### Wiring heat map

The die is cut into 28 by 28 equal tiles; black is low, pale yellow is high, scaled to the fullest tile. Values are wire area over tile area, all layers added.
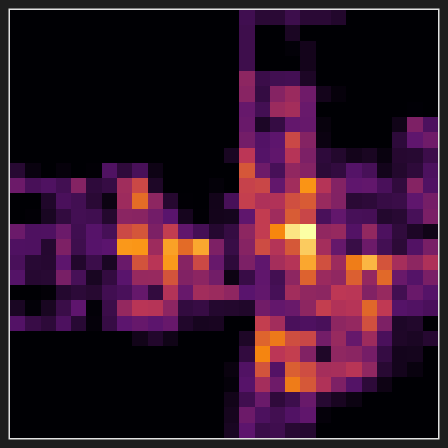
### Routed metal, one color a layer

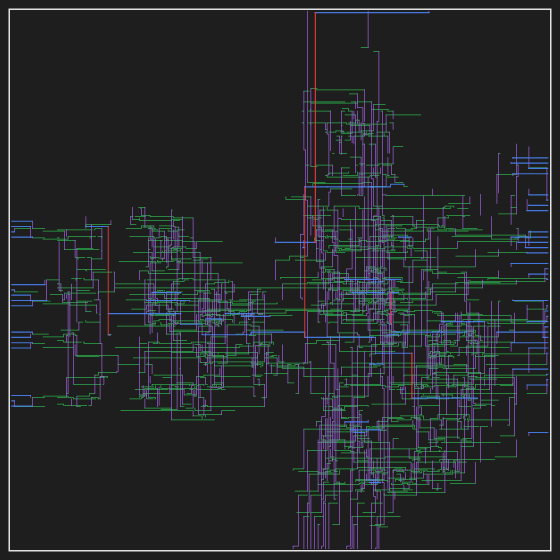
--- src/rtl/stepper_phase_sequencer_pkg.sv ---
// Shared state encoding, phase-to-polarity table and small helpers for the
// two-coil stepper phase sequencer.
package stepper_phase_sequencer_pkg;

  localparam int StepW = 16;

  typedef logic [1:0] seqState_t;

  localparam seqState_t StIdle  = 2'd0;
  localparam seqState_t StDead  = 2'd1;
  localparam seqState_t StDwell = 2'd2;

  // Two bits per phase, {A, B}, 1 = plus polarity; phase 0 sits in the low bits.
  // phase 0 = A+ B+, phase 1 = A- B+, phase 2 = A- B-, phase 3 = A+ B-.
  localparam logic [7:0] PhasePolarity = 8'b10_00_01_11;

  function automatic logic [1:0] phasePol(input logic [1:0] ph);
    return PhasePolarity[{ph, 1'b0} +: 2];
  endfunction

  function automatic logic [1:0] nextPhase(input logic [1:0] ph, input logic dir);
    return dir ? ph + 2'd1 : ph - 2'd1;
  endfunction

endpackage

--- src/rtl/stepper_phase_sequencer_if.sv ---
// Move-command handshake between a motion controller and the phase sequencer.
interface stepper_phase_sequencer_if;
  import stepper_phase_sequencer_pkg::*;

  logic             cmd_valid;
  logic             cmd_ready;
  logic             cmd_dir;
  logic [StepW-1:0] cmd_steps;
  logic [StepW-1:0] cmd_period;
  logic             cmd_hold;

  modport master (
    output cmd_valid, cmd_dir, cmd_steps, cmd_period, cmd_hold,
    input  cmd_ready
  );

  modport slave (
    input  cmd_valid, cmd_dir, cmd_steps, cmd_period, cmd_hold,
    output cmd_ready
  );

endinterface

--- src/rtl/stepper_coil_bridge.sv ---
// One H-bridge coil: maps {enable, polarity} to registered high/low-side gate
// drives so that a leg's high and low switch can never be on together.
module stepper_coil_bridge (
  input  logic clk,
  input  logic rst,
  input  logic enable,
  input  logic polarity,
  output logic plus,
  output logic minus,
  output logic plusPrime,
  output logic minusPrime
);

  always_ff @(posedge clk or posedge rst) begin
    if (rst) begin
      plus       <= 1'b0;
      minus      <= 1'b0;
      plusPrime  <= 1'b0;
      minusPrime <= 1'b0;
    end else begin
      plus       <= enable &  polarity;
      minusPrime <= enable &  polarity;
      minus      <= enable & ~polarity;
      plusPrime  <= enable & ~polarity;
    end
  end

endmodule

--- src/rtl/stepper_phase_sequencer.sv ---
// Full-step stepper sequencer: accepts move commands, steps the phase with a
// dead time on the coil that flips polarity, then dwells with both coils on.
module stepper_phase_sequencer
  import stepper_phase_sequencer_pkg::*;
#(
  parameter int DEAD_CYCLES  = 8,
  parameter bit HOLD_DEFAULT = 1'b0
) (
  input  logic                     clk,
  input  logic                     rst,
  stepper_phase_sequencer_if.slave cmd,
  input  logic                     abort,
  output logic                     busy,
  output logic                     done,
  output logic                     aborted,
  output logic [StepW-1:0]         steps_left,
  output logic [1:0]               phase,
  output logic                     MotorDriveAPlus,
  output logic                     MotorDriveAMinus,
  output logic                     MotorDriveBPlus,
  output logic                     MotorDriveBMinus,
  output logic                     MotorDriveAPlusPrime,
  output logic                     MotorDriveAMinusPrime,
  output logic                     MotorDriveBPlusPrime,
  output logic                     MotorDriveBMinusPrime
);

  localparam logic [7:0] DeadLoad = 8'(DEAD_CYCLES - 1);

  seqState_t        stateQ, stateN;
  logic [1:0]       phaseQ, phaseN;
  logic [StepW-1:0] stepsQ, stepsN;
  logic             holdQ, holdN;
  logic             doneQ, doneN;
  logic             abortedQ, abortedN;
  logic             armAQ, armAN, armBQ, armBN;
  logic             enAQ, enAN, enBQ, enBN;
  logic             dirQ, dirN;
  logic [StepW-1:0] periodQ, periodN;
  logic [StepW-1:0] dwellQ, dwellN;
  logic [7:0]       deadQ, deadN;

  logic             cmdReady;
  logic             accept;
  logic             stepStart;
  logic             changeA;
  logic [1:0]       stepPhase;
  logic [1:0]       polNow;
  logic [1:0]       polStep;
  logic [1:0]       polOut;

  // Abort outranks a simultaneous request, so ready drops while it is high.
  assign cmdReady      = (stateQ == StIdle) && !abort;
  assign cmd.cmd_ready = cmdReady;
  assign accept        = cmd.cmd_valid && cmdReady;

  assign stepPhase = nextPhase(phaseQ, (stateQ == StIdle) ? cmd.cmd_dir : dirQ);
  assign polNow    = phasePol(phaseQ);
  assign polStep   = phasePol(stepPhase);
  assign changeA   = polNow[1] != polStep[1];

  always_comb begin
    stateN    = stateQ;
    phaseN    = phaseQ;
    stepsN    = stepsQ;
    holdN     = holdQ;
    doneN     = 1'b0;
    abortedN  = abortedQ;
    armAN     = armAQ;
    armBN     = armBQ;
    enAN      = enAQ;
    enBN      = enBQ;
    dirN      = dirQ;
    periodN   = periodQ;
    dwellN    = dwellQ;
    deadN     = deadQ;
    stepStart = 1'b0;

    case (stateQ)
      StIdle: begin
        if (accept) begin
          abortedN = 1'b0;
          holdN    = cmd.cmd_hold;
          if (cmd.cmd_steps == '0) begin
            doneN = 1'b1;
          end else begin
            stateN    = StDead;
            phaseN    = stepPhase;
            stepsN    = cmd.cmd_steps;
            dirN      = cmd.cmd_dir;
            periodN   = (cmd.cmd_period == '0) ? StepW'(1) : cmd.cmd_period;
            deadN     = DeadLoad;
            stepStart = 1'b1;
          end
        end
      end

      StDead: begin
        if (abort) begin
          stateN   = StIdle;
          doneN    = 1'b1;
          abortedN = 1'b1;
        end else if (deadQ == '0) begin
          stateN = StDwell;
          dwellN = periodQ - StepW'(1);
        end else begin
          deadN = deadQ - 8'd1;
        end
      end

      StDwell: begin
        if (abort) begin
          stateN   = StIdle;
          doneN    = 1'b1;
          abortedN = 1'b1;
        end else if (dwellQ == '0) begin
          stepsN = stepsQ - StepW'(1);
          if (stepsQ == StepW'(1)) begin
            stateN = StIdle;
            doneN  = 1'b1;
          end else begin
            stateN    = StDead;
            phaseN    = stepPhase;
            deadN     = DeadLoad;
            stepStart = 1'b1;
          end
        end else begin
          dwellN = dwellQ - StepW'(1);
        end
      end

      default: stateN = StIdle;
    endcase

    // An armed coil has been driven at its present polarity since its last
    // dead time, so it may be held on while idle without another dead time.
    if (stateN == StIdle) begin
      enAN = holdN & armAN;
      enBN = holdN & armBN;
    end else if (stateN == StDwell) begin
      enAN  = 1'b1;
      enBN  = 1'b1;
      armAN = 1'b1;
      armBN = 1'b1;
    end else if (stepStart) begin
      if (changeA) begin
        enAN  = 1'b0;
        armAN = 1'b0;
      end else begin
        enBN  = 1'b0;
        armBN = 1'b0;
      end
    end
  end

  always_ff @(posedge clk or posedge rst) begin
    if (rst) begin
      stateQ   <= StIdle;
      phaseQ   <= 2'd0;
      stepsQ   <= '0;
      holdQ    <= HOLD_DEFAULT;
      doneQ    <= 1'b0;
      abortedQ <= 1'b0;
      armAQ    <= 1'b0;
      armBQ    <= 1'b0;
      enAQ     <= 1'b0;
      enBQ     <= 1'b0;
    end else begin
      stateQ   <= stateN;
      phaseQ   <= phaseN;
      stepsQ   <= stepsN;
      holdQ    <= holdN;
      doneQ    <= doneN;
      abortedQ <= abortedN;
      armAQ    <= armAN;
      armBQ    <= armBN;
      enAQ     <= enAN;
      enBQ     <= enBN;
    end
  end

  // Move parameters and counters are always loaded before they are read.
  always_ff @(posedge clk) begin
    dirQ    <= dirN;
    periodQ <= periodN;
    dwellQ  <= dwellN;
    deadQ   <= deadN;
  end

  assign busy       = stateQ != StIdle;
  assign done       = doneQ;
  assign aborted    = abortedQ;
  assign steps_left = stepsQ;
  assign phase      = phaseQ;

  // Bridges register next-cycle enables so the drives line up with the state.
  assign polOut = phasePol(phaseN);

  stepper_coil_bridge coilA (
    .clk        (clk),
    .rst        (rst),
    .enable     (enAN),
    .polarity   (polOut[1]),
    .plus       (MotorDriveAPlus),
    .minus      (MotorDriveAMinus),
    .plusPrime  (MotorDriveAPlusPrime),
    .minusPrime (MotorDriveAMinusPrime)
  );

  stepper_coil_bridge coilB (
    .clk        (clk),
    .rst        (rst),
    .enable     (enBN),
    .polarity   (polOut[0]),
    .plus       (MotorDriveBPlus),
    .minus      (MotorDriveBMinus),
    .plusPrime  (MotorDriveBPlusPrime),
    .minusPrime (MotorDriveBMinusPrime)
  );

endmodule

--- src/flat_wrapper.sv ---
// flat-port wrapper written by rule: the top's interface ports become plain ports
module stepper_phase_sequencer_flat import stepper_phase_sequencer_pkg::*;
#(
  parameter int DEAD_CYCLES  = 8,
  parameter bit HOLD_DEFAULT = 1'b0
)
  (clk, rst, abort, busy, done, aborted, steps_left, phase, MotorDriveAPlus, MotorDriveAMinus, MotorDriveBPlus, MotorDriveBMinus, MotorDriveAPlusPrime, MotorDriveAMinusPrime, MotorDriveBPlusPrime, MotorDriveBMinusPrime, cmd_cmd_valid, cmd_cmd_dir, cmd_cmd_steps, cmd_cmd_period, cmd_cmd_hold, cmd_cmd_ready);
  stepper_phase_sequencer_if cmd_i ();
  input  logic clk;
  input  logic rst;
  input  logic abort;
  output logic busy;
  output logic done;
  output logic aborted;
  output logic [StepW-1:0] steps_left;
  output logic [1:0] phase;
  output logic MotorDriveAPlus;
  output logic MotorDriveAMinus;
  output logic MotorDriveBPlus;
  output logic MotorDriveBMinus;
  output logic MotorDriveAPlusPrime;
  output logic MotorDriveAMinusPrime;
  output logic MotorDriveBPlusPrime;
  output logic MotorDriveBMinusPrime;
  input wire logic [$bits(cmd_i.cmd_valid)-1:0] cmd_cmd_valid;
  input wire logic [$bits(cmd_i.cmd_dir)-1:0] cmd_cmd_dir;
  input wire logic [$bits(cmd_i.cmd_steps)-1:0] cmd_cmd_steps;
  input wire logic [$bits(cmd_i.cmd_period)-1:0] cmd_cmd_period;
  input wire logic [$bits(cmd_i.cmd_hold)-1:0] cmd_cmd_hold;
  output wire logic [$bits(cmd_i.cmd_ready)-1:0] cmd_cmd_ready;
  assign cmd_i.cmd_valid = cmd_cmd_valid;
  assign cmd_i.cmd_dir = cmd_cmd_dir;
  assign cmd_i.cmd_steps = cmd_cmd_steps;
  assign cmd_i.cmd_period = cmd_cmd_period;
  assign cmd_i.cmd_hold = cmd_cmd_hold;
  assign cmd_cmd_ready = cmd_i.cmd_ready;
  stepper_phase_sequencer #(.DEAD_CYCLES(DEAD_CYCLES), .HOLD_DEFAULT(HOLD_DEFAULT)) u_core (.clk(clk), .rst(rst), .cmd(cmd_i), .abort(abort), .busy(busy), .done(done), .aborted(aborted), .steps_left(steps_left), .phase(phase), .MotorDriveAPlus(MotorDriveAPlus), .MotorDriveAMinus(MotorDriveAMinus), .MotorDriveBPlus(MotorDriveBPlus), .MotorDriveBMinus(MotorDriveBMinus), .MotorDriveAPlusPrime(MotorDriveAPlusPrime), .MotorDriveAMinusPrime(MotorDriveAMinusPrime), .MotorDriveBPlusPrime(MotorDriveBPlusPrime), .MotorDriveBMinusPrime(MotorDriveBMinusPrime));
endmodule
--- config.mk ---
export PLATFORM = sky130hd
export DESIGN_NAME = stepper_phase_sequencer_flat
export DESIGN_NICKNAME = d
export VERILOG_FILES = /design/src/rtl/stepper_phase_sequencer_pkg.sv /design/src/rtl/stepper_phase_sequencer_if.sv /design/src/rtl/stepper_coil_bridge.sv /design/src/rtl/stepper_phase_sequencer.sv /design/src/flat_wrapper.sv
export SDC_FILE = /design/constraint.sdc
export NUM_CORES = 1
export LEC_CHECK = 0
export CAP_MARGIN = 20
export CORE_MARGIN = 5
export CORE_UTILIZATION = 25
export DETAILED_ROUTE_END_ITERATION = 8
export GPL_ROUTABILITY_DRIVEN = 0
export SLEW_MARGIN = 20
export SYNTH_ARGS = -nofsm -noshare
export SYNTH_HDL_FRONTEND = slang
export SYNTH_SLANG_ARGS = --single-unit
--- constraint.sdc ---
create_clock -name clk -period 7.25 [get_ports clk]
set_clock_uncertainty 0.1 [all_clocks]
set_input_delay 1.45 -clock clk [delete_from_list [all_inputs] [get_ports clk]]
set_output_delay 1.45 -clock clk [all_outputs]
set_load 0.01 [all_outputs]
==> flow_summary_export.csv <==
group,metric,value,unit
floorplanning,dieArea,19340,um^2
timing,worst_slew_pin_slew,875.6,ps
final_layout,comb_area,1934,um^2
timing,hold_ws,389.7,ps
drt,dr_wl_met2,4.317,mm
place,io_buffers,67,
critical_path,path_common_cell,"a21oi_1",
synth,top_cells_by_area,"edfxtp_1, dfrtp_1, xnor2_1",
synth,synthMostInstantiatedCell,"edfxtp_1",
critical_path,r2r-end,"u_core.dwellQ[12]",
synth,ys_top_cells_by_count,"edfxtp_1, nor2_1, dfrtp_1, o21ai_0, clkbuf_1",
power,max-vdd-ir-drop,0.1727,mV
clocking,clock-root-buffer,"clkbuf_16",
grt,grt.met1_usage,13.67,%
critical_path,endpoint,"u_core.steps_left[13]",
grt,grt_busiest_layer,"met2",
critical_path,r2r_start,"u_core.stateQ[0]",
timing,period_needed,4409,ps
power,p_sw,0.5872,mW
floorplanning,pin_count,68,
outcome,status,"finished, final reports clean",
min_path,hold_depth,1,
clocking,cts_tree,"built",
timing,max_slew_margin,41.44,%
critical_path,reg2reg_depth,11,
-- 'Wiring heat map' (at the start) --
The mean over all tiles is 0.078. The emptiest ninth of the die: upper left. 48% of the tiles are nearly empty. The densest ninth of the die: middle right. 7.1% of the tiles are over half the peak.
DR vias: 3188
Routed WL: 9.513 mm
total track usage: 10.18%
routed len/inst: 14.18 um

-- 'Routed metal, one color a layer' (at the start) --
Key: M3 = blue [wire length 528 um]; M2 = purple [wire length 4320 um]; M1 = green [wire length 4520 um]; M4 = red [wire length 146 um]

[per-stage QoR]
stage                     power (mW)  cell area (um^2)  setup WS [ps]  cells
after floorplan                1.036              4164           3124    399
after global placement         1.275              4974           2621    655
after detailed placement       1.286              4974           2523    655
after CTS                      1.808              5320           2869    671
after global routing           1.904              5320           2609    671
final                          1.786              5320           2841    671
[final cells by class]
cell class / instances / area share [%]
Sequential cell: 72 / 37.72
Multi-Input combinational cell: 276 / 36.36
Clock buffer: 11 / 4.563
Timing Repair Buffer: 70 / 13.03
Inverter: 17 / 1.199
Tap cell: 220 / 5.174
Clock inverter: 5 / 1.952
[cell usage in the layout (no fill, tap or decap), types with 8 or more instances in the layout]
master / count
clkdlybuf4s50_1: 67
edfxtp_1: 41
nor2_1: 34
dfrtp_1: 31
o21ai_0: 23
nor3_1: 20
nand2_1: 20
a21oi_1: 19
xnor2_1: 19
inv_1: 17
mux2i_1: 15
xor2_1: 9
clkbuf_16: 9
nor4_1: 8
nand3_1: 8
ha_1: 8
[critical path: cells and delay by family]
family | cells | cell delay [ps]
compound gates | 5 | 1670
buf+inv | 1 | 590
simple gates | 2 | 880
[cells by family (layout without fill, tap and decap cells)]
kind of cell | count (synthesis) | count (layout) | share of synthesized area, %
AND/OR/NAND/NOR | 138 | 138 | 19.95
AND-OR/OR-AND | 84 | 84 | 13.67
buffers and inverters | 51 | 103 | 5.439
adder cells (fa/ha/maj) | 9 | 9 | 2.704
XOR/XNOR | 28 | 28 | 5.890
flip-flops | 72 | 72 | 48.20
multiplexers | 17 | 17 | 4.147
[power groups by stage]
stage,Combinational (mW),Sequential [mW],Clock (mW)
final,0.552,0.724,0.511
after global routing,0.614,0.743,0.547
after CTS,0.559,0.723,0.526
after detailed placement,0.556,0.729,0
after global placement,0.549,0.726,0
after floorplan,0.324,0.712,0
Power figures rest on the tool's default switching activity, not on a simulated workload.
